==> src/rtl/hack_kbd_pkg.sv <==
// Shared constants for the PS/2 -> Hack keyboard input stage.
// Hack key codes, scan set 2 prefix/shift codes, RX state type.
package hack_kbd_pkg;

    // Hack special key codes
    localparam logic [7:0] HACK_SPACE     = 8'd32;
    localparam logic [7:0] HACK_NEWLINE   = 8'd128;
    localparam logic [7:0] HACK_BACKSPACE = 8'd129;
    localparam logic [7:0] HACK_LEFT      = 8'd130;
    localparam logic [7:0] HACK_UP        = 8'd131;
    localparam logic [7:0] HACK_RIGHT     = 8'd132;
    localparam logic [7:0] HACK_DOWN      = 8'd133;
    localparam logic [7:0] HACK_HOME      = 8'd134;
    localparam logic [7:0] HACK_END       = 8'd135;
    localparam logic [7:0] HACK_PGUP      = 8'd136;
    localparam logic [7:0] HACK_PGDN      = 8'd137;
    localparam logic [7:0] HACK_INSERT    = 8'd138;
    localparam logic [7:0] HACK_DELETE    = 8'd139;
    localparam logic [7:0] HACK_ESC       = 8'd140;
    localparam logic [7:0] HACK_F1        = 8'd141;
    localparam logic [7:0] HACK_F2        = 8'd142;
    localparam logic [7:0] HACK_F3        = 8'd143;
    localparam logic [7:0] HACK_F4        = 8'd144;
    localparam logic [7:0] HACK_F5        = 8'd145;
    localparam logic [7:0] HACK_F6        = 8'd146;
    localparam logic [7:0] HACK_F7        = 8'd147;
    localparam logic [7:0] HACK_F8        = 8'd148;
    localparam logic [7:0] HACK_F9        = 8'd149;
    localparam logic [7:0] HACK_F10       = 8'd150;
    localparam logic [7:0] HACK_F11       = 8'd151;
    localparam logic [7:0] HACK_F12       = 8'd152;

    // Scan set 2 prefixes and shift keys
    localparam logic [7:0] SC_EXT    = 8'hE0;
    localparam logic [7:0] SC_BRK    = 8'hF0;
    localparam logic [7:0] SC_LSHIFT = 8'h12;
    localparam logic [7:0] SC_RSHIFT = 8'h59;

    typedef enum logic [1:0] {
        IDLE,
        DATA,
        PARITY,
        STOP
    } rx_state_t;

    // Data + parity must have odd weight, and the stop bit must be 1
    function automatic logic frame_ok(
        input logic [7:0] data,
        input logic       par,
        input logic       stop
    );
        return (^{data, par}) & stop;
    endfunction

endpackage

==> src/rtl/ps2_scan_to_hack.sv <==
// Combinational scan set 2 -> Hack key code map.
// In: ext (E0-prefixed), scan byte, shift. Out: code, 0 = unmapped.
module ps2_scan_to_hack
    import hack_kbd_pkg::*;
(
    input  logic       ext,
    input  logic [7:0] scan,
    input  logic       shift,
    output logic [7:0] code
);

    // {valid, index} for letters a..z and digits 0..9
    logic [5:0] ltr;
    logic [4:0] dig;
    logic [7:0] sym;

    always_comb begin
        ltr = 6'd0;
        unique case (scan)
            8'h1C: ltr = 6'd32;
            8'h32: ltr = 6'd33;
            8'h21: ltr = 6'd34;
            8'h23: ltr = 6'd35;
            8'h24: ltr = 6'd36;
            8'h2B: ltr = 6'd37;
            8'h34: ltr = 6'd38;
            8'h33: ltr = 6'd39;
            8'h43: ltr = 6'd40;
            8'h3B: ltr = 6'd41;
            8'h42: ltr = 6'd42;
            8'h4B: ltr = 6'd43;
            8'h3A: ltr = 6'd44;
            8'h31: ltr = 6'd45;
            8'h44: ltr = 6'd46;
            8'h4D: ltr = 6'd47;
            8'h15: ltr = 6'd48;
            8'h2D: ltr = 6'd49;
            8'h1B: ltr = 6'd50;
            8'h2C: ltr = 6'd51;
            8'h3C: ltr = 6'd52;
            8'h2A: ltr = 6'd53;
            8'h1D: ltr = 6'd54;
            8'h22: ltr = 6'd55;
            8'h35: ltr = 6'd56;
            8'h1A: ltr = 6'd57;
            default: ltr = 6'd0;
        endcase
    end

    always_comb begin
        dig = 5'd0;
        unique case (scan)
            8'h45: dig = 5'h10;
            8'h16: dig = 5'h11;
            8'h1E: dig = 5'h12;
            8'h26: dig = 5'h13;
            8'h25: dig = 5'h14;
            8'h2E: dig = 5'h15;
            8'h36: dig = 5'h16;
            8'h3D: dig = 5'h17;
            8'h3E: dig = 5'h18;
            8'h46: dig = 5'h19;
            default: dig = 5'h00;
        endcase
    end

    // US layout symbols on shifted digits
    always_comb begin
        sym = 8'd0;
        unique case (dig[3:0])
            4'd0: sym = 8'd41;
            4'd1: sym = 8'd33;
            4'd2: sym = 8'd64;
            4'd3: sym = 8'd35;
            4'd4: sym = 8'd36;
            4'd5: sym = 8'd37;
            4'd6: sym = 8'd94;
            4'd7: sym = 8'd38;
            4'd8: sym = 8'd42;
            4'd9: sym = 8'd40;
            default: sym = 8'd0;
        endcase
    end

    always_comb begin
        code = 8'd0;
        if (!ext && ltr[5]) begin
            code = (shift ? 8'd65 : 8'd97) + {3'b000, ltr[4:0]};
        end else if (!ext && dig[4]) begin
            code = shift ? sym : 8'd48 + {4'b0000, dig[3:0]};
        end else begin
            unique case ({ext, scan})
                9'h029: code = HACK_SPACE;
                9'h05A: code = HACK_NEWLINE;
                9'h066: code = HACK_BACKSPACE;
                9'h076: code = HACK_ESC;
                9'h005: code = HACK_F1;
                9'h006: code = HACK_F2;
                9'h004: code = HACK_F3;
                9'h00C: code = HACK_F4;
                9'h003: code = HACK_F5;
                9'h00B: code = HACK_F6;
                9'h083: code = HACK_F7;
                9'h00A: code = HACK_F8;
                9'h001: code = HACK_F9;
                9'h009: code = HACK_F10;
                9'h078: code = HACK_F11;
                9'h007: code = HACK_F12;
                9'h16B: code = HACK_LEFT;
                9'h175: code = HACK_UP;
                9'h174: code = HACK_RIGHT;
                9'h172: code = HACK_DOWN;
                9'h16C: code = HACK_HOME;
                9'h169: code = HACK_END;
                9'h17D: code = HACK_PGUP;
                9'h17A: code = HACK_PGDN;
                9'h170: code = HACK_INSERT;
                9'h171: code = HACK_DELETE;
                default: code = 8'd0;
            endcase
        end
    end

endmodule

==> src/rtl/ps2_hack_keyboard.sv <==
// PS/2 keyboard receiver + scan set 2 decoder feeding the Hack KBD register.
// Ports: CLK, reset (async high), ps2_clk/ps2_data (raw), kbd_out[15:0], frame_err pulse.
module ps2_hack_keyboard
    import hack_kbd_pkg::*;
#(
    parameter int FILTER_LEN     = 4,
    parameter int TIMEOUT_CYCLES = 50000
) (
    input  logic        CLK,
    input  logic        reset,
    input  logic        ps2_clk,
    input  logic        ps2_data,
    output logic [15:0] kbd_out,
    output logic        frame_err
);

    localparam int FW = $clog2(FILTER_LEN + 1);
    localparam int TW = $clog2(TIMEOUT_CYCLES + 1);
    localparam logic [FW-1:0] FLT_MAX = FW'(FILTER_LEN - 1);
    localparam logic [TW-1:0] TO_MAX  = TW'(TIMEOUT_CYCLES - 1);

    // Synchronizers reset to the idle bus level so no edge is
    // seen when reset drops with the bus idle.
    logic clk_s1, clk_s2, dat_s1, dat_s2;

    always_ff @(posedge CLK or posedge reset) begin
        if (reset) begin
            clk_s1 <= 1'b1;
            clk_s2 <= 1'b1;
            dat_s1 <= 1'b1;
            dat_s2 <= 1'b1;
        end else begin
            clk_s1 <= ps2_clk;
            clk_s2 <= clk_s1;
            dat_s1 <= ps2_data;
            dat_s2 <= dat_s1;
        end
    end

    // Glitch filter on ps2_clk
    logic [FW-1:0] flt_cnt;
    logic          flt_lvl;
    logic          flt_flip;
    logic          strobe;

    assign flt_flip = (clk_s2 != flt_lvl) && (flt_cnt == FLT_MAX);

    always_ff @(posedge CLK or posedge reset) begin
        if (reset) begin
            flt_cnt <= '0;
            flt_lvl <= 1'b1;
            strobe  <= 1'b0;
        end else begin
            strobe <= flt_flip & flt_lvl;
            if (clk_s2 == flt_lvl) begin
                flt_cnt <= '0;
            end else if (flt_flip) begin
                flt_lvl <= clk_s2;
                flt_cnt <= '0;
            end else begin
                flt_cnt <= flt_cnt + 1'b1;
            end
        end
    end

    // RX FSM
    rx_state_t     state, state_n;
    logic [2:0]    bit_cnt, bit_cnt_n;
    logic [7:0]    shreg, shreg_n;
    logic          par_q, par_n;
    logic          byte_valid, bv_n;
    logic          err_n;
    logic [TW-1:0] to_cnt;
    logic          to_hit;

    assign to_hit = (state != IDLE) && (to_cnt == TO_MAX);

    always_ff @(posedge CLK or posedge reset) begin
        if (reset) begin
            state      <= IDLE;
            bit_cnt    <= '0;
            shreg      <= '0;
            par_q      <= 1'b0;
            byte_valid <= 1'b0;
            frame_err  <= 1'b0;
        end else begin
            state      <= state_n;
            bit_cnt    <= bit_cnt_n;
            shreg      <= shreg_n;
            par_q      <= par_n;
            byte_valid <= bv_n;
            frame_err  <= err_n;
        end
    end

    always_comb begin
        state_n   = state;
        bit_cnt_n = bit_cnt;
        shreg_n   = shreg;
        par_n     = par_q;
        bv_n      = 1'b0;
        err_n     = 1'b0;
        if (strobe) begin
            unique case (state)
                IDLE: begin
                    if (!dat_s2) begin
                        state_n   = DATA;
                        bit_cnt_n = '0;
                    end
                end
                DATA: begin
                    shreg_n   = {dat_s2, shreg[7:1]};
                    bit_cnt_n = bit_cnt + 1'b1;
                    if (bit_cnt == 3'd7) begin
                        state_n = PARITY;
                    end
                end
                PARITY: begin
                    par_n   = dat_s2;
                    state_n = STOP;
                end
                STOP: begin
                    bv_n    = frame_ok(shreg, par_q, dat_s2);
                    err_n   = ~bv_n;
                    state_n = IDLE;
                end
            endcase
        end else if (to_hit) begin
            // stalled frame: drop the partial byte
            state_n = IDLE;
            err_n   = 1'b1;
        end
    end

    always_ff @(posedge CLK or posedge reset) begin
        if (reset) begin
            to_cnt <= '0;
        end else if (state == IDLE || strobe || to_hit) begin
            to_cnt <= '0;
        end else begin
            to_cnt <= to_cnt + 1'b1;
        end
    end

    // Decoder: shreg holds the received byte while byte_valid is high
    logic       ext_f, brk_f, lshift, rshift;
    logic [8:0] held;
    logic [8:0] key;
    logic [7:0] map_code;

    assign key = {ext_f, shreg};

    ps2_scan_to_hack u_map (
        .ext   (ext_f),
        .scan  (shreg),
        .shift (lshift | rshift),
        .code  (map_code)
    );

    always_ff @(posedge CLK or posedge reset) begin
        if (reset) begin
            ext_f   <= 1'b0;
            brk_f   <= 1'b0;
            lshift  <= 1'b0;
            rshift  <= 1'b0;
            held    <= '0;
            kbd_out <= '0;
        end else if (byte_valid) begin
            if (shreg == SC_EXT) begin
                ext_f <= 1'b1;
            end else if (shreg == SC_BRK) begin
                brk_f <= 1'b1;
            end else begin
                ext_f <= 1'b0;
                brk_f <= 1'b0;
                if (!ext_f && shreg == SC_LSHIFT) begin
                    lshift <= ~brk_f;
                end else if (!ext_f && shreg == SC_RSHIFT) begin
                    rshift <= ~brk_f;
                end else if (brk_f) begin
                    // only releasing the shown key clears it
                    if (key == held) begin
                        kbd_out <= '0;
                        held    <= '0;
                    end
                end else if (map_code != 8'd0) begin
                    kbd_out <= {8'h00, map_code};
                    held    <= key;
                end
            end
        end
    end

endmodule

==> config.mk <==
export PLATFORM = sky130hd
export DESIGN_NAME = ps2_hack_keyboard
export DESIGN_NICKNAME = d
export VERILOG_FILES = /design/src/rtl/hack_kbd_pkg.sv /design/src/rtl/ps2_scan_to_hack.sv /design/src/rtl/ps2_hack_keyboard.sv
export SDC_FILE = /design/constraint.sdc
export NUM_CORES = 1
export LEC_CHECK = 0
export CORE_MARGIN = 2
export CORE_UTILIZATION = 50
export CTS_CLUSTER_DIAMETER = 50
export CTS_CLUSTER_SIZE = 40
export DETAILED_ROUTE_END_ITERATION = 10
export PLACE_DENSITY = 0.69
export SETUP_SLACK_MARGIN = 0.2
export SLEW_MARGIN = 20
export SYNTH_ARGS = -nofsm -noshare
export SYNTH_HDL_FRONTEND = slang
export SYNTH_HIERARCHICAL = 1
export SYNTH_SLANG_ARGS = --single-unit
==> constraint.sdc <==
create_clock -name CLK -period 3.5 [get_ports CLK]
set_clock_uncertainty 0.15 [all_clocks]
set_input_delay 0.35 -clock CLK [delete_from_list [all_inputs] [get_ports CLK]]
set_output_delay 0.35 -clock CLK [all_outputs]
set_load 0.05 [all_outputs]
==> reports/results.tsv, run 1 <==
metric	value	unit
status	completed	
top_area_cell	dfrtp_1	
synth.cellmix.compoundShare	0.179	
cts_num_sinks	62	
hold_class	register to register	
p_switching	0.462	mW
die_h	98.0	um
synth_area_per_cell	8.84	sq um
multiInputGateArea	0.00278	sq mm
min_from	dat_s1$_DFF_PP1_	
edf_count	0	
setup_violations	0	
io_pins	21	
ys_sh_simple	0.251	
cp.arrival	3.45	ns
drive_gt1_frac	0.236	
seq_power	0.790	mW
clk_latency	0.34	ns
cp-startpoint	shreg[5]$_DFFE_PP0P_	
synth_chip_area	0.00442	sq mm
fa_ha_area_frac	0.0283	
warnings	32	
cts-root-buf	clkbuf_8	
relSlewSlack	0.561	
placed_area	0.00487	sq mm
grt_usage	0.245	
postRouteAntennaNets	0	
diodes	0	
slowest_stage	or4b_4	
ys_sh_xor	0.0843	
combPwrFrac	0.144	
seq_area_frac_synth	0.352	
cts_hold_buf	0	
pre_cts_slack	-0.0574	ns
yosys_warnings	6	
vdd_ir_drop_max	0.415	mV
slew_viol_final	0	
power_leader	sequential cells	
synthCells	500	
crit_type	register to register	
core	0.00864	sq mm
critPathCapture	held[8]$_DFFE_PP0P_	
startpoint_type	register	
timing.critical_path.to_type	register	
first_iter_violations	267	
synth.area.top_cells	dfrtp_1 (32%), xnor2_1 (4.6%), nor2_1 (4.2%)	
port_buffers	12	
grt_pass1_vias	3841	
rr_worst_depth	11	
syn_to_final_growth	20.8	%
antenna_found_initial	0	
fin_area	0.00534	sq mm
gp_congestion	0.984	
intPower	1.24	mW
final_common_cell	buf_4	
logic_family	simple AND/OR/NAND/NOR gates	
timing.final.crit_period	3.37	ns
p_leak	2.32	nW
cp_max_fo	5	
netlist.area_leader.share	0.323	
cts_resized	19	
via_per_inst	6.03	
postCtsSetupBuffers	6	
n_fill_cell	699	
fin_crit_sh	0.962	
fin_setup_tns	0	ns
cts_tree	built	
grt_pass1_wl	19100	um
crit_family	AND-OR/OR-AND gates	
hold_viol_final	0	
drc_errors	0	
ys.flops	62	
grt_max_degree	33	
initial_utilization	0.512	
p_comb	0.245	mW
place_inst	636	
worst_pin_slew	0.652	ns
final_cell_mix	buf_4 (57), dfrtp_1 (52), nor2_1 (47)	
reg2reg_from	shreg[5]$_DFFE_PP0P_	
cp.required	3.58	ns
whs	0.206	ns
reg2reg_setup_slack	0.13	ns
numCtsBuffers	9	
finalPower	1.70	mW
max_stage_delay	0.58	ns
grt-ovfl-total	0	
swShare	0.272	
run 1: registers in the layout, indices dropped and copies added, names as in the netlist, 2 cells and up:
signal   flops
bit_cnt      3
flt_cnt      3
held         9
kbd_out      8
shreg        8
state        2
to_cnt      16
run 1: layer usage:
| layer | global-route usage | wire [um] |
|---|---|---|
| met2 | 0.403 | 5600 |
| met3 | 0.0372 | 642 |
| met4 | 0.0983 | 262 |
| met5 | 0 | 0 |
| met1 | 0.326 | 5050 |
run 1: cell type report:
type | count | area share
Clock buffer | 10 | 0.0239
Clock inverter | 5 | 0.0141
Inverter | 15 | 0.0105
Multi-Input combinational cell | 390 | 0.520
Sequential cell | 62 | 0.293
Tap cell | 108 | 0.0253
Timing Repair Buffer | 73 | 0.113
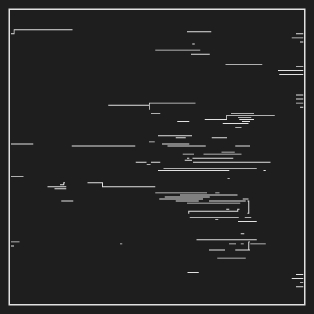
(run_1/m3.png)
Drawn at 3 px/um.
longest straight run	30.8 um
share of all routed wire	5.6%
nets with wire on the layer	62
wire length on this layer	642 um
main direction	horizontal

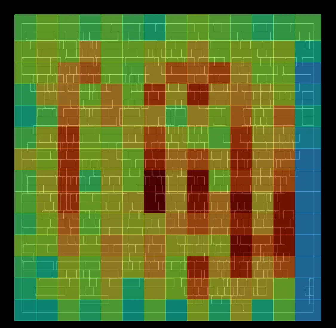
(run_1/congestion_map.png)
GR peak layer: met2
met1 Resource Use GR: 0.326
WL/cell: 17.4 um
GRT met3 Usage: 0.0372

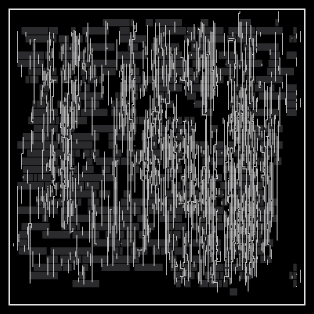
(run_1/m2.png)
Drawn at 3 px/um.
longest straight run	47.9 um
nets with wire on the layer	485
wire length on this layer	5,600 um

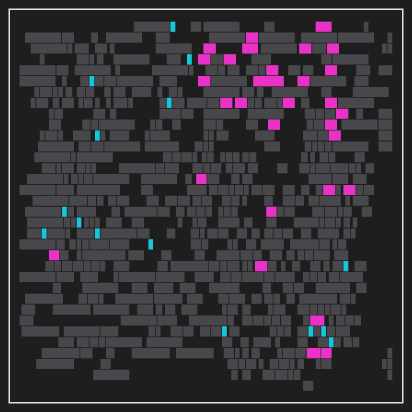
(run_1/gates.png)
Drawn at 4 px/um.
family	colour	cells
inv cells	cyan	15
non-inverting ao/oa cells	magenta	30

==> run_1/sizing.png <==
Drawn at 4 px/um.
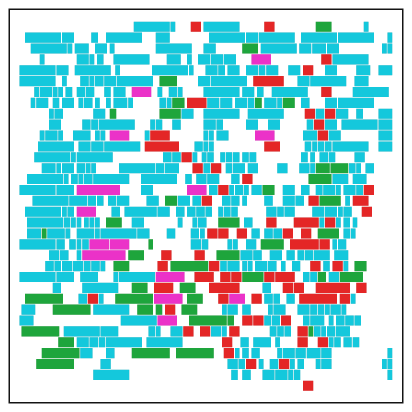

==> run 2, diff against run 1 <==
--- a/config.mk
+++ b/config.mk
@@ -5,6 +5,7 @@
 export SDC_FILE = /design/constraint.sdc
 export NUM_CORES = 1
 export LEC_CHECK = 0
+export CORE_ASPECT_RATIO = 0.7
 export CORE_MARGIN = 2
 export CORE_UTILIZATION = 50
 export CTS_CLUSTER_DIAMETER = 50
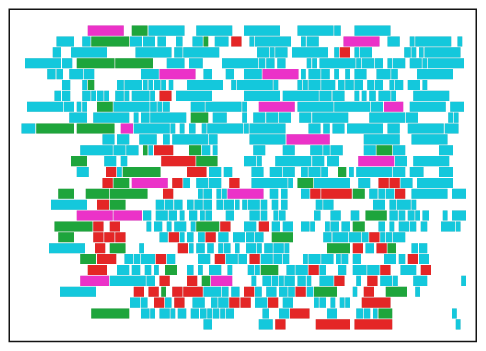
(run_2/sizing.png)
Drawn at 4 px/um.
size	colour	cells	share	most used
x1 and smaller	cyan	427	78%	dfrtp_1
x6 and larger	magenta	15	2.8%	clkbuf_16
x3 and x4	red	61	11%	buf_4
x2	green	42	7.7%	mux2_2

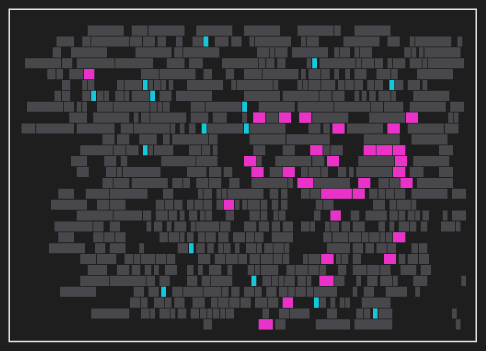
(run_2/gates.png)
Drawn at 4 px/um.
logic share of the area: 0.512
post-route non-filler standard cell count: 665
most frequent logic cell in the layout: dfrtp_1

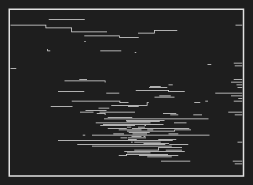
(run_2/m3.png)
Drawn at 2 px/um.
total number of vias: 3,957
final wirelength: 11,400 um
GRT met3 Usage: 0.112

==> run 2 against run 1 <==
Effect of this change: critical endpoint is now held[2]$_DFFE_PP0P_; core utilization is 0.92 points higher; synthesized area stayed put; non-clock buffer count is 11 lower; sequential share of layout area hardly changed; worst hold slack worse by 0.0012 ns; sequential cell count stayed put; combinational power hardly changed; register-to-register slack worse by 0.02 ns; critical path depth stayed put; clock-buffer cell count stayed put; power is 14% higher; highest routed layer unchanged; sequential power hardly changed.
==> reports/results.tsv, run 2 <==
metric	value	unit
cts_resized	7	
crit_type	register to register	
postCtsSetupBuffers	7	
setup_ws	0.111	ns
gp_congestion	1.02	
min_to	dat_s2$_DFF_PP1_	
synth_area_per_cell	8.84	sq um
edf_count	0	
via_per_inst	5.95	
powerClk	0.898	mW
finalPower	1.94	mW
hold_viol_final	0	
synthCells	500	
synth.area.top_cells	dfrtp_1 (32%), xnor2_1 (4.6%), nor2_1 (4.2%)	
cp.required	3.57	ns
diodes	0	
cp_cell_sequence	or4b_4 > o31a_1 > o2bb2ai_1 > a21oi_1 > nor2_2 > a211oi_1 > a21oi_1 > nor4_1 > a21o_2 > a221o_4 > a22o_1	
nets	554	
drive_gt1_frac	0.217	
hpwl	8140	um
path_common_cell	a21oi_1	
slowest_stage	or4b_4	
combPwrFrac	0.127	
clockPowerShare	0.463	
yosysCellCount	500	
syn_area	0.00442	sq mm
crit_family	AND-OR/OR-AND gates	
place_inst	638	
synthArstFlopShare	1.00	
netlist.area_leader.share	0.323	
initial_utilization	0.519	
largest_reg_flops	16	
p_per_area	363	mW/mm^2
top_area_cell	dfrtp_1	
synthTopCellsByCount	dfrtp_1 (57), nor2_1 (49), nand2_1 (37), a21oi_1 (24), xnor2_1 (23)	
grt-ovfl-total	0	
hold_path_depth	0	
flop_cell	dfrtp_1	
timing.critical_path.to_type	register	
whs	0.205	ns
chipArea	0.00962	sq mm
p_switching	0.521	mW
final_cell_mix	dfrtp_1 (53), nor2_1 (47), buf_4 (47)	
wl_per_cell	17.2	um
fin_crit_sh	0.968	
fp.dieW	116	um
core	0.00851	sq mm
rsz0062_at_grt	true	
grt_pass1_vias	3679	
rr_endpoint	held[2]$_DFFE_PP0P_	
cts-root-buf	clkbuf_16	
synth_chip_area	0.00442	sq mm
fin_area	0.00534	sq mm
rows	28	
relSlewSlack	0.589	
clk_latency	0.33	ns
p_leak	2.31	nW
pwr-share-seq	0.409	
cts_tree	built	
crit_buf_inv	0	
slew_viol_final	0	
drc_errors	0	
grt_pass1_wl	18500	um
regMostFlops	to_cnt	
htree_levels	3	
syn_to_final_growth	20.8	%
cts.path.max_buffers	2	
setup_violations	0	
cts_hold_buf	0	
numCtsBuffers	9	
fmax	295	MHz
postRouteAntennaNets	0	
seq_area_frac_synth	0.352	
vdd_ir_drop_max	0.278	mV
pre_cts_slack	-0.0243	ns
max_stage_delay	0.62	ns
synthDistinctLibCells	76	
intPower	1.42	mW
reg2reg_from	shreg[7]$_DFFE_PP0P_	
warnings	32	
startpoint_type	register	
cp-startpoint	shreg[7]$_DFFE_PP0P_	
first_iter_violations	400	
yosysMostFrequentCell	dfrtp_1	
grt_max_degree	34	
die_h	82.7	um
hold_class	register to register	
fin_setup_tns	0	ns
fin_util	0.627	
worst_pin_slew	0.615	ns
cp.depth	11	
drtPass1Iterations	5	
status	completed	
reg2reg_setup_slack	0.11	ns
critPathCapture	held[2]$_DFFE_PP0P_	
swShare	0.269	
timing.final.crit_period	3.39	ns
min_from	dat_s1$_DFF_PP1_	
port_buffers	12	
cts_num_sinks	62	
largestRegisters	to_cnt: 16 flops, held: 9 flops	
power_leader	the clock network	
cp_max_fo	5	
p_comb	0.247	mW
cp.arrival	3.46	ns
cap_violations	0	
antenna_found_initial	0	
placed_area	0.00481	sq mm
rr_worst_depth	11	
yosys_warnings	6	
cts.clk_slew.worst_paths	0.05	ns
io_pins	21	
grt_usage	0.252	
seq_power	0.793	mW
ys.flops	62	
-- run 2: cell counts after synthesis --
Identical to the previous run, type by type.
-- run 2: per-layer routing --
layer / global-route usage / up-vias / wire [um]
met2: 0.344 / 165 / 4570
li1: - / 1882 / -
met5: 0 / - / 0
met1: 0.364 / 1895 / 5620
met4: 0.0512 / 0 / 99
met3: 0.112 / 15 / 1130
-- run 2: logic make-up after synthesis --
family,synth area share
simple gates,0.251
compound gates,0.179
flops,0.352
buf+inv,0.0674
xor+xnor,0.0843
mux,0.0368
fa+ha+maj,0.0283
other cells,0.000848
-- run 2: area by class of cell --
cell class / instances / area, sq um
clock buffers: 10 / 239
well taps: 120 / 150
multi-input cells: 390 / 2740
clock inverters: 6 / 68.8
flip-flops and latches: 62 / 1560
fillers: 724 / 3170
repair buffers: 62 / 528
inverters: 15 / 56.3
==> run_2/m2.png <==
Drawn at 2 px/um.
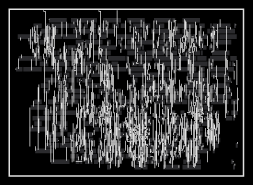

==> run 3, diff against run 2 <==
--- a/config.mk
+++ b/config.mk
@@ -11,10 +11,9 @@
 export CTS_CLUSTER_DIAMETER = 50
 export CTS_CLUSTER_SIZE = 40
 export DETAILED_ROUTE_END_ITERATION = 10
-export PLACE_DENSITY = 0.69
+export PLACE_DENSITY = 0.66
 export SETUP_SLACK_MARGIN = 0.2
 export SLEW_MARGIN = 20
 export SYNTH_ARGS = -nofsm -noshare
 export SYNTH_HDL_FRONTEND = slang
-export SYNTH_HIERARCHICAL = 1
 export SYNTH_SLANG_ARGS = --single-unit
==> constraint.sdc (replaced) <==
create_clock -name CLK -period 3.7 [get_ports CLK]
set_clock_uncertainty 0.15 [all_clocks]
set_input_delay 0.37 -clock CLK [delete_from_list [all_inputs] [get_ports CLK]]
set_output_delay 0.37 -clock CLK [all_outputs]
set_load 0.05 [all_outputs]
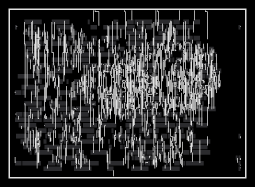
(run_3/m2.png)
Drawn at 2 px/um.
total number of vias: 3,849
final wirelength: 11,000 um
M2 GR Usage: 0.316

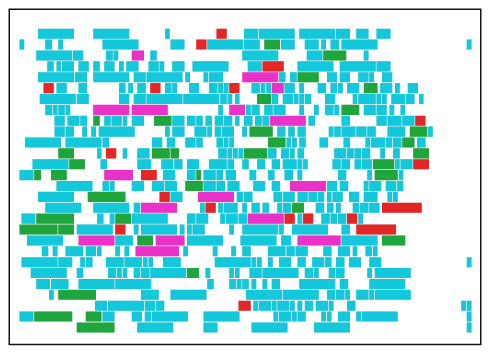
(run_3/sizing.png)
Drawn at 4 px/um.
size	colour	cells	share	most used
x1 and smaller	cyan	438	86%	dfrtp_1
x6 and larger	magenta	16	3.1%	clkbuf_16
x3 and x4	red	19	3.7%	buf_4
x2	green	37	7.3%	mux2_2

==> run 3 against run 2 <==
Effect of this change: clock power rose by 3.1%; core utilization down 5.3 points; clock-buffer cell count down 1; maximum frequency up 0.76%; synthesized cell count grew 0.40%; sequential share of layout area increased by 2.2 points; register-to-register slack gained 0.23 ns; die area is 1.9% higher; critical path type unchanged; largest power group unchanged; highest routed layer unchanged.
==> reports/results.tsv, run 3 <==
metric	value	unit
status	completed	
netlist.area_leader.share	0.316	
synthArstFlopShare	1.00	
diodes	0	
logic_gates	378	
edf_count	0	
met1Wirelength	5150	um
min_from	dat_s1$_DFF_PP1_	
combPwrFrac	0.042	
crit_family	simple AND/OR/NAND/NOR gates	
swShare	0.226	
clockPowerShare	0.541	
setup_violations	0	
max_stage_delay	0.79	ns
core	0.00862	sq mm
reg2reg_from	shreg[3]$_DFFE_PP0P_	
grt-busiest-layer	met1	
ys_sh_simple	0.250	
synth_chip_area	0.00451	sq mm
n_tap_cell	120	
io_pins	21	
vdd_ir_drop_max	0.286	mV
met2WireLength	4420	um
flop_cell	dfrtp_1	
wl_per_cell	17.5	um
hpwl	7910	um
top_area_cell_class	combinational gates	
seq_area_frac_synth	0.346	
fin_crit_sh	0.909	
final_cell_mix	dfrtp_1 (56), nor2_1 (49), nand2_1 (46)	
ys_sh_xor	0.0722	
worst_pin_slew	0.882	ns
cts_tree	built	
initial_utilization	0.523	
grt_pass1_wl	18300	um
drive_gt1_frac	0.141	
postRouteAntennaNets	0	
syn_area	0.00451	sq mm
port_buffers	12	
final_common_cell	dfrtp_1	
gp_congestion	0.997	
p_switching	0.386	mW
nNonClkInverters	27	
fp.dieW	117	um
chipArea	0.00980	sq mm
antenna_found_initial	0	
seq_cells	62	
power_leader	the clock network	
fin_area	0.00495	sq mm
rr_worst_depth	8	
cts_num_sinks	62	
numCtsBuffers	9	
num-clock-buffers	9	
comb_area_frac	0.516	
startpoint_type	register	
synth_area_per_cell	8.98	sq um
buf_share	0.0521	
pwr-share-seq	0.417	
dr_wl_met3	1200	um
cts.path.max_buffers	2	
powerClk	0.926	mW
cp.arrival	3.42	ns
hold_path_depth	0	
rr_endpoint	kbd_out[0]$_DFFE_PP0P_	
path_common_cell	a41oi_2	
rsz0062_at_grt	false	
whs	0.207	ns
crit_type	register to register	
synthTopCellsByCount	dfrtp_1 (57), nor2_1 (49), nand2_1 (46), xnor2_1 (27), inv_1 (26)	
cap_violations	0	
fmax	297	MHz
seq-cell-share	0.315	
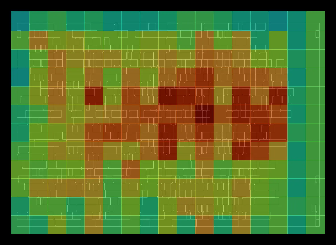
(run_3/congestion_map.png)
met1 Resource Use GR: 0.360
final cell utilization of the core: 0.574

run 3: netlist changes by cell type after synthesis, moves of 8 or more:
cell / delta
nand2_1: +9
o21ai_0: +9
inv_1: +13
nand3b_1: +8
a31oi_1: -9
buf_2: -10
a22o_1: -17
a21oi_1: -13
xor2_1: -10
run 3: how the worst max path moves through the flow:
stage                                         to  slack [ns]  cells after the start
final                     kbd_out[0]$_DFFE_PP0P_        0.34                      8
after detailed placement  kbd_out[0]$_DFFE_PP0P_        0.41                      7
after floorplan           kbd_out[0]$_DFFE_PP0P_        1.10                     12
after global placement    kbd_out[0]$_DFFE_PP0P_        0.50                      6
after global routing      kbd_out[0]$_DFFE_PP0P_        0.20                      8
after CTS                 kbd_out[0]$_DFFE_PP0P_        0.37                      7
Power figures rest on the tool's default switching activity, not on a simulated workload.
